run_1/congestion_map.png
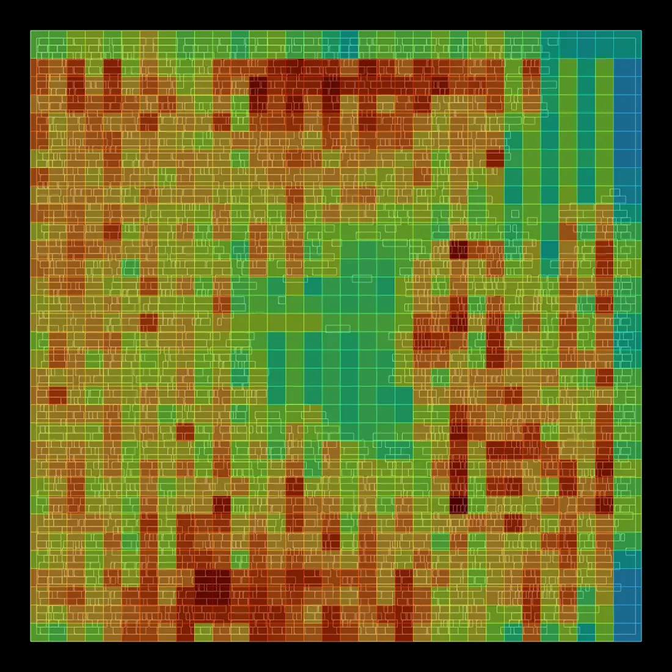
run_1/m1.png
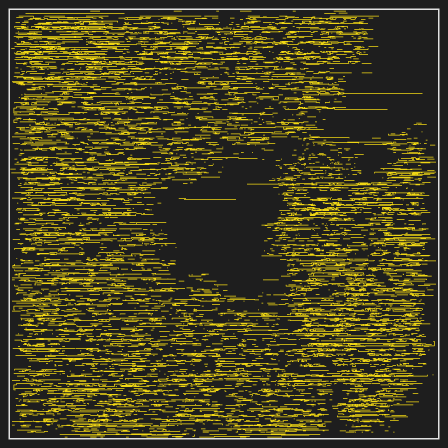
run_1/clock_wires.png
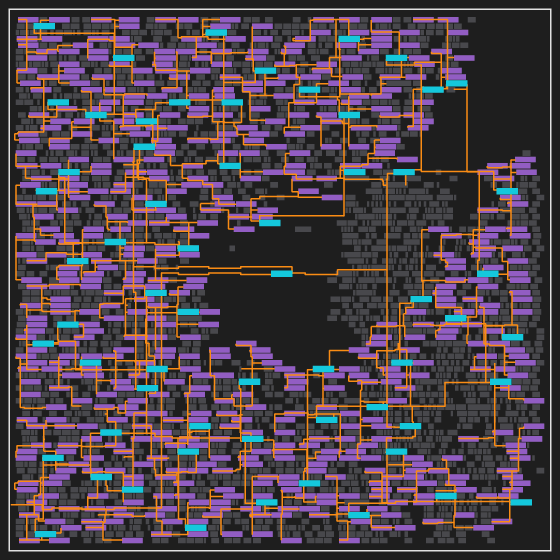
Design conv_stream_feeder_flat, sky130hd; sources not shown.
==> results.toml, run 1 <==
# physical design summary
[synthesis]
synth_flops = 582
syn_area_um2 = 26900
top_cell = "dfrtp_1"
ys_top_logic_family = "multiplexers"
avgSynthCellArea_um2 = 11.7
synth.area.mux_share_pct = 20.6
ys_area_um2 = 26900
synthTopCellsByCount = "582 x dfrtp_1, 317 x nand2_1, 275 x o21ai_0"
synth_cell_types = 56
synth-edff-count = 0
ys_async_sr_fraction_pct = 100
yosys_cells = 2292
synth_seq_share_pct = 54.2
synthCells = 2292
yosysTopAreaCell = "dfrtp_1"
synthAoiAreaFrac_pct = 6.23
ys_warn_count = 0
top_cell_area_share_pct = 54.2
yosys_most_used_dff = "dfrtp_1"
ys_sh_xor_pct = 2.60
ys_top_cells_by_area = "dfrtp_1 54%, mux2_2 11%, mux2i_1 9.6%"
synthAdderAreaFrac_pct = 5.28
simple_gate_share_pct = 8.12

[sta]
max_freq_mhz = 123
setup-tns-final_ps = 0
setup_viol = 0
drv_slew = 0
timing.final.crit_share_pct = 37.7
rsz0062_at_grt = "no"
worstMarginPinSlew_ps = 1150
holdWs_ps = 503
slew_headroom_pct = 23.5
period_needed_ps = 8150
hold_violations = 0

[routing]
wl_met1_mm = 26.9
highest_layer = "met5"
wl_met2_mm = 36.4
drtAntennaViolNets = 0
dr_wl_met3_mm = 6.27
drtIter0Drc = 1080
dr.pass1.iters = 5
avgViaCountPerCell = 5.40
drcViolationCount = 0

[power]
power.internal_uw = 3330
net-switching-power_uw = 2080
switching_share_pct = 38.5
power_frac_comb_pct = 44.4
p_seq_share_pct = 35.2
power_uw = 5420
pwr_density_cell_nw_per_um2 = 154
ir_drop_v = 0.000118
p_leak_uw = 0.0158

[cts]
cts_buffers = 61
htree_levels = 2
cts_sinks = 582
cts_resized = 0
postCtsSetupRepairBufs = 0
clockBufferDepth = 3
cts_tree = "built"
clkTransAtPathRegs_ps = 60
clock_latency_ps = 640
hold_buffers = 0
cts_root_buf = "clkbuf_16"

[final_layout]
drive_above_1_share_pct = 14.0
mostFrequentLayoutCell = "dfrtp_1"
area_delta_synth_final_pct = 30.8
layout.nets = 3176
layout_top_cells = "582 x dfrtp_1, 547 x clkdlybuf4s50_1, 317 x nand2_1"
postLayoutCellArea_um2 = 35100
fin_cells = 3554

[place]
dp.cells = 3429
dp_hpwl_mm = 50.4
gp_congestion = 0.861
port_buffers = 547
placed_cell_area_um2 = 33000

[setup_path]
crit_family = "buffers and inverters"
crit_type = "primary input to output port"
cp_common_cell = "inv_1"
cp-start-kind = "primary input"
setup.worst_path.end_class = "output port"
reg2reg_slack_ps = 16010
worstPathMaxFanout = 21
max_stage_delay_ps = 740
crit_buf_inv = 7
worstPathCellList = "clkdlybuf4s50_1 > o21ai_4 > inv_1 > ha_1 > inv_1 > ha_1 > inv_1 > fa_1 > inv_1 > nor4_1 > o21ai_1 > buf_4 > nor2_1 > clkdlybuf4s50_1"
critical_path_arrival_ps = 5990
required_ps = 19440
slowest_stage = "clkdlybuf4s50_1"
cp.depth = 14
reg2regPathDepth = 24

[global_route]
grt_busiest_layer = "met2"
gr-total-overflow = 0
grt_max_degree = 290
first_global_vias = 20719
grt_pass1_wl_mm = 114
antenna_found_initial = 23
grtUsageTotal_pct = 27.3

[min_path]
hold_path.class = "flop to flop"
hold_depth = 1

[die]
rows = 83
coreArea_um2 = 51200
fp-utilization_pct = 52.5
die_h_um = 231
die_x_um = 231
io_pins = 548
chip_area_um2 = 53500

[run]
cap_viol_max_count = 0
warnings = 45

[run_status]
status = "finished clean"
Notes on congestion_map.png above:
WL/cell: 20.6 um
M1 GR Usage: 30.8%
met2 global-route usage: 45.8%
met3 GRT Util: 9.67%

Notes on m1.png above:
The wires run mostly horizontal. The layer holds 37% of the routed length. 2893 nets have wire on it. The longest straight run is 59.3 um. The layer carries 26.9 mm of wire.
WL final: 73.1 mm
DR vias: 19182

Notes on clock_wires.png above:
Cyan shows clock-net drivers, count 61. Orange shows clock wires, length 7150 um. Purple shows flip-flops, count 582.
There are 62 routed clock nets. Position of the flops: all over the die.
Worst Skew: 43.3 ps
clock network power: 1110 uW
Clk pwr share: 20.4%

-- run 1: per-stage QoR --
step	util, %	setup slack [ps]
floorplan	-	3160
global placement	64.4	13550
detailed placement	64.4	13470
CTS	68.6	13440
global route	68.6	13130
finish	68.6	13450
-- run 1: power by group through the flow --
stage	Combinational (uW)	Clock (uW)	Sequential, uW
final	2400	1110	1910
after global routing	2560	1170	1960
after CTS	2410	1130	1900
after detailed placement	2380	0	1910
after global placement	2320	0	1870
after floorplan	1020	0	2340
-- run 1: final cells by class --
| type | instances | area [um2] |
|---|---|---|
| sequential | 582 | 14600 |
| multi-input combinational | 1533 | 11600 |
| inverter | 71 | 274 |
| clock inverter | 25 | 397 |
| clock buffer | 84 | 1730 |
| timing repair buffer | 563 | 5660 |
| antenna | 16 | 40.0 |
| fill | 3671 | 16100 |
| tap | 680 | 851 |
--- run 2 (diff from run 1) ---
==> constraint.sdc (replaced) <==
create_clock -name clk -period 7.7 [get_ports clk]
set_input_delay 0.77 -clock clk [delete_from_list [all_inputs] [get_ports clk]]
set_output_delay 0.77 -clock clk [all_outputs]
set_load 0.03 [all_outputs]
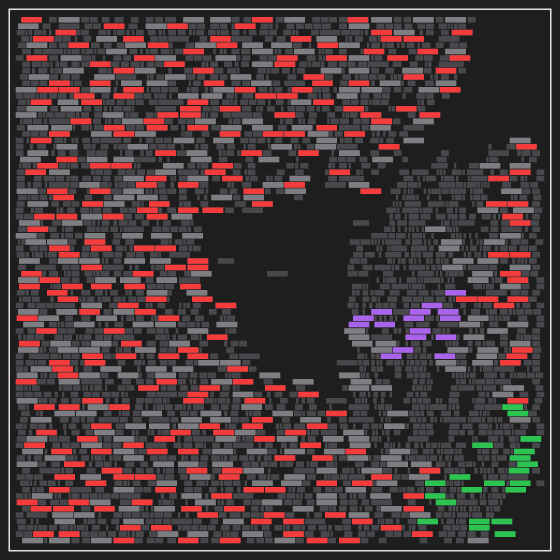
run_2/ff_map.png
Purple shows u_core.n_q, sequential cells 16, where east. Red shows u_core.m_axis.tdata, sequential cells 256, where all over the die. Green shows u_core.mem_addr, sequential cells 21, where south-east.
Another 289 sequential cells are not colored.
Core Util, Final: 68.4%
sequential cell area share: 41.6%

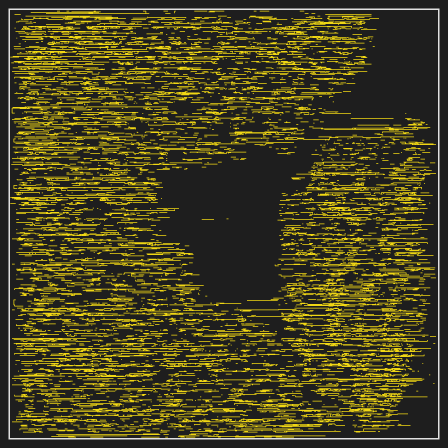
run_2/m1.png
The layer carries 27.2 mm of wire. The layer holds 38% of the routed length. The longest straight run is 69.0 um. The wires run mostly horizontal. 2903 nets have wire on it.
DR vias: 19330
WL final: 72.6 mm

==> run 2 against run 1 <==
Effect of this change: total power rose to 2.8 times the previous value; count of clock-buffer cells in the layout up 14; largest cell class unchanged; final area down 0.33%; clock skew down 14 ps; sequential cell count unchanged; critical path depth up 10; die area unchanged; synthesized cell count unchanged; largest power group unchanged; global-route usage down 0.12 points; non-clock buffer count up 4; via count up 0.77%; clock power rose to 2.6 times the previous value.
==> results.toml, run 2 <==
# physical design summary
[routing]
dr.pass1.iters = 5
dr_wl_met3_mm = 5.92
highest_layer = "met5"
drtAntennaViolNets = 0

[sta]
slew_headroom_pct = 24.0
holdWs_ps = 502
max_freq_mhz = 181
skew_ps = 29.3
hold_violations = 0

[place]
dp_hpwl_mm = 51.3
port_buffers = 547
gp_congestion = 0.899
dp.cells = 3433

[setup_path]
cp.depth = 24
reg2regPathDepth = 24
cp_common_cell = "ha_1"
required_ps = 8160
crit_family = "adder cells"
worstPathCellList = "and3b_1 > ha_1 > ha_1 > inv_1 > fa_1 > fa_1 > inv_1 > ha_1 > xnor2_1 > nor2_1 > fa_1 > inv_1 > fa_1 > inv_1 > ha_1 > ha_1 > ha_1 > a21o_1 > a21oi_1 > o21bai_1 > a21oi_1 > xnor2_1 > xnor2_1 > o21ai_0"
slowest_stage = "fa_1"

[global_route]
grt_pass1_wl_mm = 114
antenna_found_initial = 16
gr-total-overflow = 0
grt_busiest_layer = "met2"

[cts]
cts_sinks = 582
cts_resized = 0
clockBufferDepth = 3
hold_buffers = 0
postCtsSetupRepairBufs = 0
htree_levels = 2
clock_latency_ps = 630

[final_layout]
logic_area_um2 = 11600
drive_above_1_share_pct = 13.9
area_dominant_class = "sequential cells"
n_antenna_cell = 11
fin_cells = 3555
layout.nets = 3179
comb_share_pct = 33.2
area_delta_synth_final_pct = 30.3
nMultiInputCombCells = 1533
nonClockInverterCount = 71
nClkBuffers = 98
mostFrequentLayoutCell = "dfrtp_1"
clock_cell_area_share_pct = 5.71
n_fill_cell = 3624
buf_share_pct = 16.2

[synthesis]
ys_top_logic_family = "multiplexers"
yosys_cells = 2292
synth_cell_types = 56
simple_gate_share_pct = 8.12
ys_top_cells_by_area = "dfrtp_1 54%, mux2_2 11%, mux2i_1 9.6%"
ys_sh_xor_pct = 2.60
synth_seq_share_pct = 54.2
avgSynthCellArea_um2 = 11.7
ys_area_um2 = 26900
top_cell = "dfrtp_1"
yosysTopAreaCell = "dfrtp_1"
ys_warn_count = 0
top_cell_area_share_pct = 54.2
syn_area_um2 = 26900
synth-edff-count = 0

[min_path]
hold_depth = 1
hold_path.class = "flop to flop"

[power]
pwr_density_cell_nw_per_um2 = 428

[die]
coreArea_um2 = 51200
tapCellCount = 680
rows = 83
die_h_um = 231
die_x_um = 231

[run]
cap_viol_max_count = 0
warnings = 43

[run_status]
status = "finished clean"
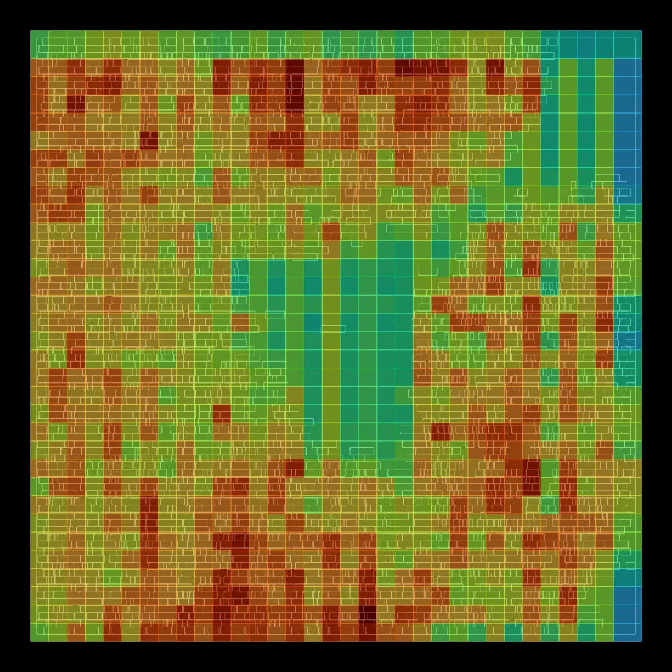
run_2/congestion_map.png
met2 global-route usage: 46.1%
met3 GRT Util: 9.23%
WL/cell: 20.4 um

[run 2: report_power, final]
group	internal (uW)	switching (uW)
logic	2980	3780
clock network	1680	1210
registers	4530	820
[run 2: logic make-up (layout without fill, tap and decap cells)]
family / after synthesis / in the layout
muxes: 520 / 520
adders and majority gates: 99 / 99
AOI/OAI and AO/OA: 318 / 318
other: 1 / 34
xor gates and xnor gates: 79 / 79
and+or+nand+nor: 494 / 494
DFF: 582 / 582
buffers and inverters: 199 / 749
[run 2: metrics by stage]
stage	TNS [ps]	worst slack (ps)
floorplan	-582850	-1000
global placement	0	2260
detailed placement	0	2160
CTS	0	2140
global route	0	1860
finish	0	2180
Power figures rest on the tool's default switching activity, not on a simulated workload.
